Fig. 1: run 1, M1 wires
Supply wires on this layer in gray.
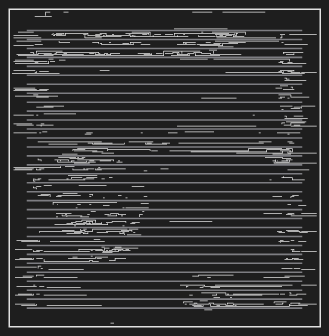
Fig. 2: run 1, the metal 2 layer
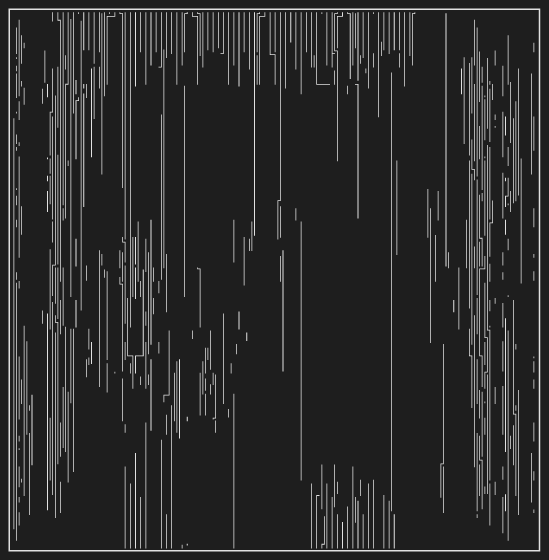
Fig. 3: run 1, the metal 3 layer
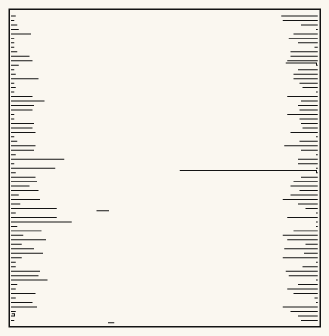
==> config.mk <==
export PLATFORM = sky130hd
export DESIGN_NAME = mix_mem_arbiter
export DESIGN_NICKNAME = d
export VERILOG_FILES = /design/src/rtl/mix_mem_arbiter.sv
export SDC_FILE = /design/constraint.sdc
export NUM_CORES = 1
export LEC_CHECK = 0
export CAP_MARGIN = 10
export CORE_AREA = 5 5 89 91
export CTS_CLUSTER_DIAMETER = 120
export DETAILED_ROUTE_END_ITERATION = 10
export DIE_AREA = 0 0 94 96
export DONT_BUFFER_PORTS = 1
export PLACE_DENSITY = 0.46
export SETUP_SLACK_MARGIN = 0.5
export SLEW_MARGIN = 30
export SYNTH_ARGS = -nofsm -noshare
export SYNTH_HDL_FRONTEND = slang
export SYNTH_SLANG_ARGS = --single-unit
==> constraint.sdc <==
create_clock -name clk -period 2 [get_ports clk]
set_clock_uncertainty 0.15 [all_clocks]
set_input_delay 0.4 -clock clk [delete_from_list [all_inputs] [get_ports clk]]
set_output_delay 0.4 -clock clk [all_outputs]
set_load 0.005 [all_outputs]
==> run summary, run 1 <==
RSZ-0062 raised after global routing: yes
P_int: 450.9 µW
Post-layout period usage: 1.165
Worst Path Required: 1450 ps
Area after DPL: 1707 µm²
Mapped cell area: 1439 µm²
Total CTS buffers: 3
CTS sink cnt: 7
Max-cap viol count: 0
Complex Gates by Area: 0.04870
Tool warnings: 30
Clock Power Share: 0.318
Post-synthesis simple-gate area fraction: 0.3504
Slowest stage delay, CP: 320 ps
Final setup margin: -329.0 ps
Non-clk bufs: 35
Violated checks: negative setup slack
TNS Setup: -13320 ps
Main logic family: multiplexers
Placed cells: 260
CP Max Fanout: 9
Status: finished with violations
Yosys cell types: 25
Final non-clock buffer share: 0.2233
Worst Hold Depth: 1
Adder share: 0.01739
XORs/XNORs by Area: 0.006087
Post-Layout Inst Area: 2365 µm²
Final setup fails: 44
Sequential cell area: 146.4 µm²
Sw Share: 0.2667
P_comb: 273 µW
CTS hold repair buffers: 0
DR top layer: met4
Number of port buffers: 0
Worst setup SP type: flip-flop
Net count after synthesis: 286
Mux frac, synth: 0.4148
NetSw: 164.0 µW
Antenna Nets Post-Route: 0
Mapped Cells: 160
Buf/Inv on CP: 3
Pwr top: combinational cells
Root Buffer: clkbuf_8
Share of cells above drive strength 1: 0.8723
Diode count: 0
Largest register FFs: 4
Worst-Margin Slew: 244.9 ps
F_max: 429.4 MHz
Comb gate area: 1499 µm²
Back to the opening pictures, Fig. 1:
The layer holds 31% of the routed length. The longest straight run is 30.8 µm. The wires run mostly horizontal. 257 nets have wire on it.
final WL: 6.900 mm
vias post-DR: 1379

Back to the opening pictures, Fig. 2:
The wires run mostly vertical. The layer carries 3980 µm of wire. The layer holds 58% of the routed length. 307 nets have wire on it.
grt met2 use: 0.2649

Back to the opening pictures, Fig. 3:
The layer holds 11% of the routed length. The wires run mostly horizontal. 139 nets have wire on it. The longest straight run is 41.4 µm. The layer carries 773 µm of wire.
met3 GRT Util: 0.03206

-- run 1: placed cells by master, fill, tap and decap left out, drive strengths merged --
cell	count
a2111o	1
a211oi	1
a21oi	3
a31oi	1
and2	63
and3b	1
buf	32
clkbuf	7
dfxtp	7
ha	2
inv	6
mux2	43
nand2	2
nand2b	1
nand3b	1
nor2	7
nor2b	1
nor3	1
nor3b	2
nor4b	1
o21ai	2
o31ai	1
or3	1
xnor2	1
-- run 1: synthesized netlist by cell type (all sizes together) --
cell,instances
nor4b,1
buf,4
and2,63
a21oi,3
nor3b,2
ha,2
a2111o,1
nand2b,1
a31oi,1
o21ai,2
dfxtp,7
nor3,1
nor2,7
nand3b,1
o31ai,1
clkbuf,7
xnor2,1
nand2,2
or3,1
nor2b,1
and3b,1
a211oi,1
mux2,43
inv,6
==> run 2: changes to the inputs <==
Settings changed: CAP_MARGIN 10 to 5.
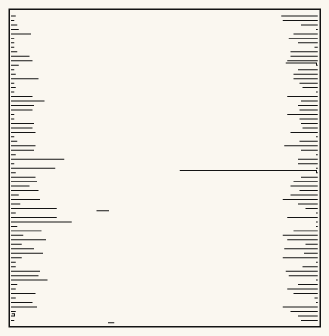
Fig. 4. The metal 3 layer (run 2).

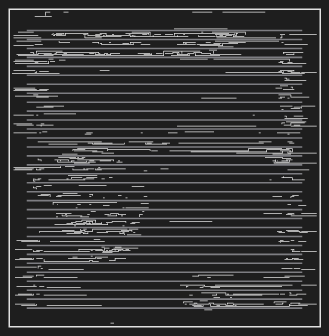
Fig. 5. M1 wires (run 2).
Supply wires on this layer in gray.
The layer carries 2120 µm of wire. 257 nets have wire on it. The longest straight run is 30.8 µm. The layer holds 31% of the routed length. The wires run mostly horizontal.
met1 GRT Util: 0.1187

==> run 2 against run 1 <==
  * The flow still finishes with violations (negative setup slack)
  * Die size unchanged
  * Non-clock buffer count unchanged
  * Hold slack unchanged
  * Global-route usage unchanged
==> run summary, run 2 <==
Pwr top: combinational cells
F_max: 429.4 MHz (unchanged)
Worst Path Required: 1450 ps (about the same)
Buf/Inv on CP: 3 (unchanged)
Final setup margin: -329.0 ps (unchanged)
Antenna Nets Post-Route: 0 (unchanged)
Commonest cells after routing, fill and taps aside: and2_4, mux2_4, buf_4
Worst setup SP type: flip-flop
Comb gate area: 1499 µm² (unchanged)
Total CTS buffers: 3 (unchanged)
Most frequent cell after synthesis: and2_1
CTS sink cnt: 7 (unchanged)
Violated checks: negative setup slack
Diode count: 0 (unchanged)
Grt met2 use: 0.2649 (unchanged)
Sequential cell area: 146.4 µm² (unchanged)
Sw Share: 0.2667 (unchanged)
Area after DPL: 1707 µm² (unchanged)
Status: finished with violations
Final setup fails: 44 (unchanged)
TNS Setup: -13320 ps (unchanged)
Final WL: 6.900 mm (unchanged)
Yosys cell types: 25 (unchanged)
Vias post-DR: 1379 (unchanged)
run 2: cell counts after synthesis:
No cell type changed its count.
run 2: logic make-up after synthesis:
kind of cell | count (synthesis) | share of synthesized area
adder cells (fa/ha/maj) | 2 | 0.01739
flip-flops | 7 | 0.09739
multiplexers | 43 | 0.4148
buffers and inverters | 17 | 0.06522
AND/OR/NAND/NOR | 81 | 0.3504
AND-OR/OR-AND | 9 | 0.04870
XOR/XNOR | 1 | 0.006088
run 2: final cells by class:
type	instances	share of cell area
Clock buffer	4	0.01905
Timing Repair Buffer	35	0.2233
Tap cell	99	0.05238
Inverter	6	0.009524
Multi-Input combinational cell	136	0.6339
Sequential cell	7	0.06190
Fig. 6: run 2, clock routing
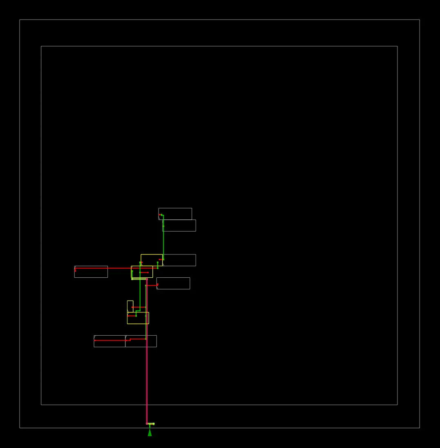

==> run 3: changes to the inputs <==
Settings changed: CTS_BUF_LIST set to sky130_fd_sc_hd__clkbuf_4 sky130_fd_sc_hd__clkbuf_8 sky130_fd_sc_hd__clkbuf_16.
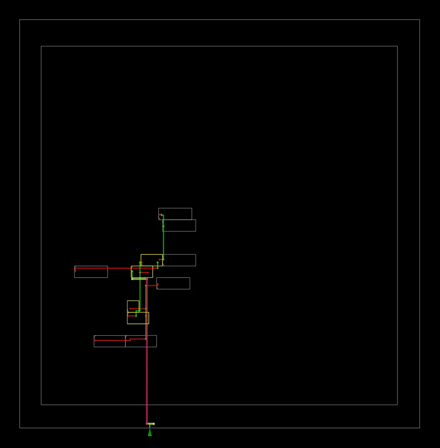
Fig. 7. Clock routing (run 3).
Flop Count: 7
clock buffers: 4
total CTS buffers: 3

==> run 3 against run 2 <==
  * The run still ends with negative setup slack left
  * Die size unchanged
  * Combinational power about the same
  * Routed wire length unchanged
  * Critical path depth unchanged
  * Critical path type unchanged
  * Largest power group unchanged
==> run summary, run 3 <==
Buf/Inv on CP: 3 (unchanged)
Final setup margin: -329.2 ps (-0.1790 ps)
Met1 GRT Util: 0.1187 (unchanged)
Final setup fails: 44 (unchanged)
Most frequent cell after synthesis: and2_1
Area after DPL: 1707 µm² (unchanged)
Inverters: 6 (unchanged)
Diode count: 0 (unchanged)
F_max: 429.3 MHz (about the same)
Well Taps: 99 (unchanged)
Worst Path Required: 1450 ps (about the same)
CTS sink cnt: 7 (unchanged)
Worst setup SP type: flip-flop
Non-clk bufs: 35 (unchanged)
Comb_multi_in: 136 (unchanged)
Top cell class by occupied area: logic gates
Violated checks: negative setup slack
Status: finished with violations
Sequential cell area: 146.4 µm² (unchanged)
Final WL: 6.900 mm (unchanged)
TNS Setup: -13320 ps (-7.900 ps)
Comb gate area: 1499 µm² (unchanged)
Clock-cell share of area: 0.02060 (+0.001555)
Sw Share: 0.2611 (-0.005575)
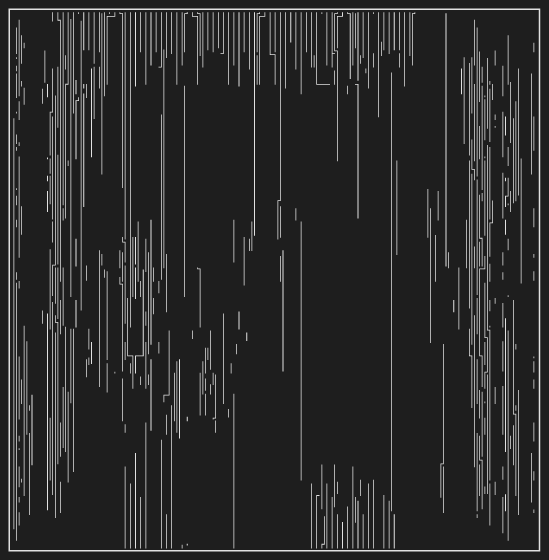
Fig. 8. The metal 2 layer (run 3).
The layer carries 3980 µm of wire. The longest straight run is 77.9 µm. The wires run mostly vertical. The layer holds 58% of the routed length.

==> run 3: cell counts after synthesis <==
No cell type changed its count.
==> run 3: cell families (layout without fill, tap and decap cells) <==
family / count (synthesis) / in the layout / share of synthesized area
simple gates: 81 / 81 / 0.3504
mux: 43 / 43 / 0.4148
buf+inv: 17 / 45 / 0.06522
compound gates: 9 / 9 / 0.04870
flops: 7 / 7 / 0.09739
fa+ha+maj: 2 / 2 / 0.01739
xor+xnor: 1 / 1 / 0.006088
==> run 3: power by group through the flow <==
stage	Combinational, µW	Sequential, µW	Clock, µW
after global routing	289	147	228
after CTS	262	146	214
final	273	146	209
after floorplan	186	149	0
after global placement	212	148	0
after detailed placement	213	148	0
Power figures rest on the tool's default switching activity, not on a simulated workload.
